===== src/rtl/call_return_pkg.sv =====
// Shared types and defaults for the CALL/RET redirect controller.
package call_return_pkg;

   typedef enum logic [2:0] {
      IDLE,
      CALL,
      POP,
      CAPT,
      LOAD
   } state_t;

   localparam int DEF_WIDTH_DATA = 32;
   localparam int DEF_RET_OFFSET = 1;

endpackage


===== src/rtl/call_return_ctrl.sv =====
// CALL/RET to return-stack push/pop + PC redirect; CALL redirects 1 cycle after accept, RET 3 cycles.
// Accepts only in IDLE with busy low; full/empty refusals set sticky error flags instead of touching the stack.
module call_return_ctrl
   import call_return_pkg::*;
#(
   parameter int WIDTH_DATA = DEF_WIDTH_DATA,
   parameter int RET_OFFSET = DEF_RET_OFFSET
) (
   input  logic                  clk,
   input  logic                  reset,
   input  logic                  call_req,
   input  logic                  ret_req,
   input  logic [WIDTH_DATA-1:0] pc_current,
   input  logic [WIDTH_DATA-1:0] call_target,
   output logic                  busy,
   output logic                  pc_load,
   output logic [WIDTH_DATA-1:0] pc_next,
   output logic                  stack_push,
   output logic                  stack_pop,
   output logic [WIDTH_DATA-1:0] stack_data,
   input  logic [WIDTH_DATA-1:0] stack_q,
   input  logic                  stack_full,
   input  logic                  stack_empty,
   output logic                  overflow_err,
   output logic                  underflow_err
);

   localparam logic [WIDTH_DATA-1:0] OFFSET = WIDTH_DATA'(RET_OFFSET);

   state_t                  state, state_nxt;
   logic                    busy_nxt, pc_load_nxt, push_nxt, pop_nxt;
   logic                    ovf_nxt, udf_nxt;
   logic [WIDTH_DATA-1:0]   pc_next_nxt, stack_data_nxt;

   always_ff @(posedge clk) begin
      if (!reset) state <= IDLE;
      else        state <= state_nxt;
   end

   // Outputs are computed one state ahead so every strobe leaves a flop.
   always_comb begin
      state_nxt      = state;
      busy_nxt       = 1'b0;
      pc_load_nxt    = 1'b0;
      push_nxt       = 1'b0;
      pop_nxt        = 1'b0;
      pc_next_nxt    = pc_next;
      stack_data_nxt = stack_data;
      ovf_nxt        = overflow_err;
      udf_nxt        = underflow_err;
      case (state)
         IDLE: begin
            if (call_req) begin
               if (stack_full) begin
                  ovf_nxt = 1'b1;
               end else begin
                  state_nxt      = CALL;
                  busy_nxt       = 1'b1;
                  push_nxt       = 1'b1;
                  pc_load_nxt    = 1'b1;
                  stack_data_nxt = pc_current + OFFSET;
                  pc_next_nxt    = call_target;
               end
            end else if (ret_req) begin
               if (stack_empty) begin
                  udf_nxt = 1'b1;
               end else begin
                  state_nxt = POP;
                  busy_nxt  = 1'b1;
                  pop_nxt   = 1'b1;
               end
            end
         end
         CALL: state_nxt = IDLE;
         POP: begin
            state_nxt = CAPT;
            busy_nxt  = 1'b1;
         end
         // stack_q is valid during this state, one cycle after the pop strobe.
         CAPT: begin
            state_nxt   = LOAD;
            busy_nxt    = 1'b1;
            pc_load_nxt = 1'b1;
            pc_next_nxt = stack_q;
         end
         LOAD: state_nxt = IDLE;
         default: state_nxt = IDLE;
      endcase
   end

   always_ff @(posedge clk) begin
      if (!reset) begin
         busy          <= 1'b0;
         pc_load       <= 1'b0;
         stack_push    <= 1'b0;
         stack_pop     <= 1'b0;
         pc_next       <= '0;
         stack_data    <= '0;
         overflow_err  <= 1'b0;
         underflow_err <= 1'b0;
      end else begin
         busy          <= busy_nxt;
         pc_load       <= pc_load_nxt;
         stack_push    <= push_nxt;
         stack_pop     <= pop_nxt;
         pc_next       <= pc_next_nxt;
         stack_data    <= stack_data_nxt;
         overflow_err  <= ovf_nxt;
         underflow_err <= udf_nxt;
      end
   end

endmodule


===== config.mk =====
export PLATFORM = sky130hd
export DESIGN_NAME = call_return_ctrl
export DESIGN_NICKNAME = d
export VERILOG_FILES = /design/src/rtl/call_return_pkg.sv /design/src/rtl/call_return_ctrl.sv
export SDC_FILE = /design/constraint.sdc
export NUM_CORES = 1
export LEC_CHECK = 0
export ABC_CLOCK_PERIOD_IN_PS = 4400
export CORE_ASPECT_RATIO = 0.6
export CORE_UTILIZATION = 44
export CTS_BUF_LIST = sky130_fd_sc_hd__clkbuf_2 sky130_fd_sc_hd__clkbuf_4 sky130_fd_sc_hd__clkbuf_8
export CTS_CLUSTER_DIAMETER = 120
export DETAILED_ROUTE_END_ITERATION = 10
export PLACE_DENSITY = 0.95
export SYNTH_ARGS = -nofsm -noshare
export SYNTH_HDL_FRONTEND = slang
export SYNTH_SLANG_ARGS = --single-unit

===== constraint.sdc =====
create_clock -name clk -period 4.4 [get_ports clk]
set_input_delay 0.88 -clock clk [delete_from_list [all_inputs] [get_ports clk]]
set_output_delay 0.88 -clock clk [all_outputs]
set_load 0.02 [all_outputs]

==> changes_impl.md <==
### Metrics

- # clock sinks: 73
- Worst Setup SP: call_req
- Synth warn: 0
- Final worst slack: 1690 ps
- Final-layout fill cell count: 620
- MI comb area: 1760 sq um
- Flop-to-flop setup slack: 2330 ps
- CP Launch Type: primary input
- CTS buffer count: 9
- Worst reg2reg path depth: 5
- Crit-path leading delay family: buffers and inverters
- Pin count of the biggest net entering global routing: 67
- Drt first pass iters: 5
- Minimum clock period: 2710 ps
- Worst path bufs/invs: 3
- Most common cell in the netlist: nand2_1
- Vias per cell: 5.39
- Worst r2r src: state[2]
- Most frequent cells after synthesis: 77 x nand2_1, 73 x dfxtp_1, 49 x nor2_1, 32 x a311oi_1, 23 x a21oi_1
- HP Start: overflow_err
- Psw: 0.455 mW
- Drc violations: 0
- Core Box Area: 7330 sq um
- Worst EP required: 4630 ps
- Fmax: 368 MHz
- Ys async rst share: 0%
- WHS: 476 ps
- Worst Hold Class: register to register
- TNS Setup: 0 ps
- Worst Path Max Fanout: 49
- Area share of fa/ha/maj cells after synthesis: 0.373%
- Final hold violation count: 0
- Synth Flop Type: dfxtp_1
- Status: complete, no violations
- Max Slew Vio Count: 0
- Area of the mapped netlist: 3350 sq um
- YS chip area: 3350 sq um
- Clock Tree Buf Depth: 2
- Unrepaired setup endpoints after global routing: no
- Critical Path End Type: register
- Pwr dens: 302 nW/um^2
- Syn_area_per_cell: 8.18 sq um
- Yosys cell types: 37
- Port bufs: 171
- CTS Hold Bufs: 0
- Number of flops mapped to enable cells by yosys: 0
- Place WS: 1360 ps
- Share of cells above drive strength 1: 6.43%
- Max_cap viols: 0
- Rel. slew slack: 33.3%
- Fin crit share: 61.7%
- CP peak stage delay: 500 ps
state kept, by name (all words and copies together) (netlist names):
register,flops
busy,1
overflow_err,1
pc_load,1
pc_next,32
stack_data,32
stack_pop,1
stack_push,1
state,3
underflow_err,1
routing by layer:
layer  vias up  part of all wire (%)
met5         -                     0
met4         0                   1.1
met3         9                   7.4
met2       136                    47
met1      1741                    44
li1       1775                     -
power by group through the flow:
| stage | Clock (mW) | Combinational [mW] | Sequential, mW |
|---|---|---|---|
| 6_report | 0.519 | 0.364 | 0.726 |
| 2_1_floorplan | 0 | 0.0972 | 0.789 |
| 3_3_place_gp | 0 | 0.353 | 0.739 |
| 3_5_place_dp | 0 | 0.362 | 0.741 |
| 5_1_grt | 0.557 | 0.390 | 0.730 |
| 4_1_cts | 0.532 | 0.364 | 0.726 |
how the worst max path moves through the flow:
stage	cells after the start	to
after global placement	6	busy
final	7	pc_next[24]
after detailed placement	7	pc_next[24]
after global routing	7	pc_next[20]
after floorplan	6	stack_data[22]
after CTS	7	pc_next[24]
layout by cell type, fill, tap and decap left out, types with 8 or more instances in the layout:
master	n
o21ai_0	22
clkdlybuf4s50_1	171
nand2_1	77
xnor2_1	13
a21oi_1	23
a311oi_1	32
nor2_1	49
nand4_1	12
dfxtp_1	73
xor2_1	17
clkbuf_8	9
a211oi_1	8
nand3_1	11
cell type report:
class / count / share of cell area [%]
clock buffer: 9 / 2.32
clock inverter: 7 / 1.34
inverter: 4 / 0.282
multi-input combinational: 304 / 33.1
sequential: 73 / 27.4
tap: 104 / 2.44
timing repair buffer: 178 / 33.1
through the flow:
step / std cells / cell area [sq um]
floorplan: 410 / 3350
global placement: 663 / 5130
detailed placement: 663 / 5130
CTS: 679 / 5330
global route: 679 / 5330
finish: 679 / 5330
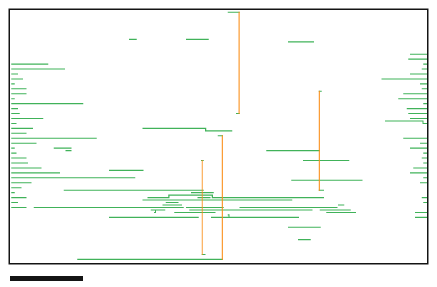
Fig. 1. Routed metal, one colour a layer.
Bar = 20 um. Only two layers are drawn.
layer	colour	wire length
metal 4	orange	115 um
metal 3	green	798 um
DRT Wirelength: 10.8 mm
GRT Total Usage: 28.0%
wire per inst: 16.0 um
via count: 3661

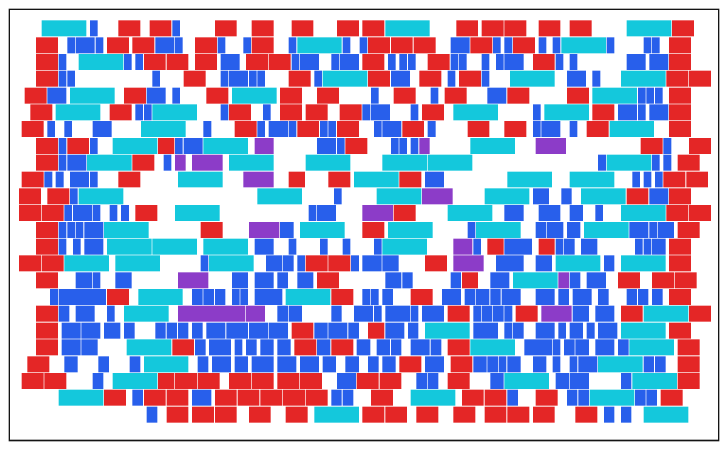
Fig. 2. Placed cells, one colour a class.
class	colour	cells	share of their area
combinational and other logic	blue	308	34%
sequential cells	cyan	73	28%
remaining buffers and delay cells	red	178	34%
clock drivers and dummy loads	purple	16	3.8%
sequential share of cell area: 27.4%
FP Rows: 24

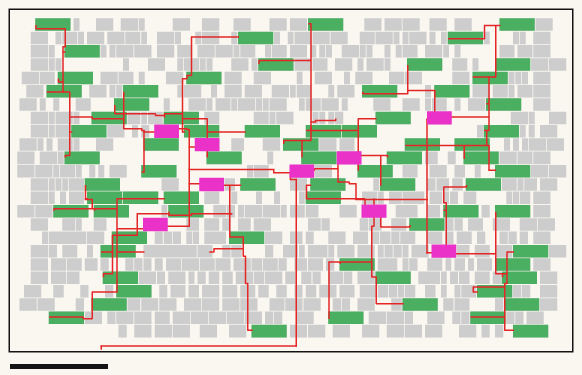
Fig. 3. Clock wires, drivers and flops.
Bar = 20 um.
[clock wires] red | length: 881 um
[clock drivers] magenta | count: 9
[flip-flops] green | count: 73
routed clock nets	10
flops lie	widely spread
Clock net power: 0.519 mW
Clk pwr share: 32.2%
clk ins delay skew pair: 330 ps
clock skew: 5.32 ps

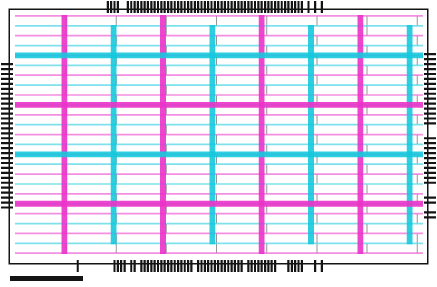
Fig. 4. PDN straps and rails.
Bar = 20 um. Pins as bars on the die edge. Tap cells in grey.
net	colour
VSS	magenta
VDD	cyan
met1 rails	25
tap cells	104
signal pins	172
Die Ht: 69.6 um
die width: 115 um

No activity file was given, so power comes from the tool's default toggle rates.
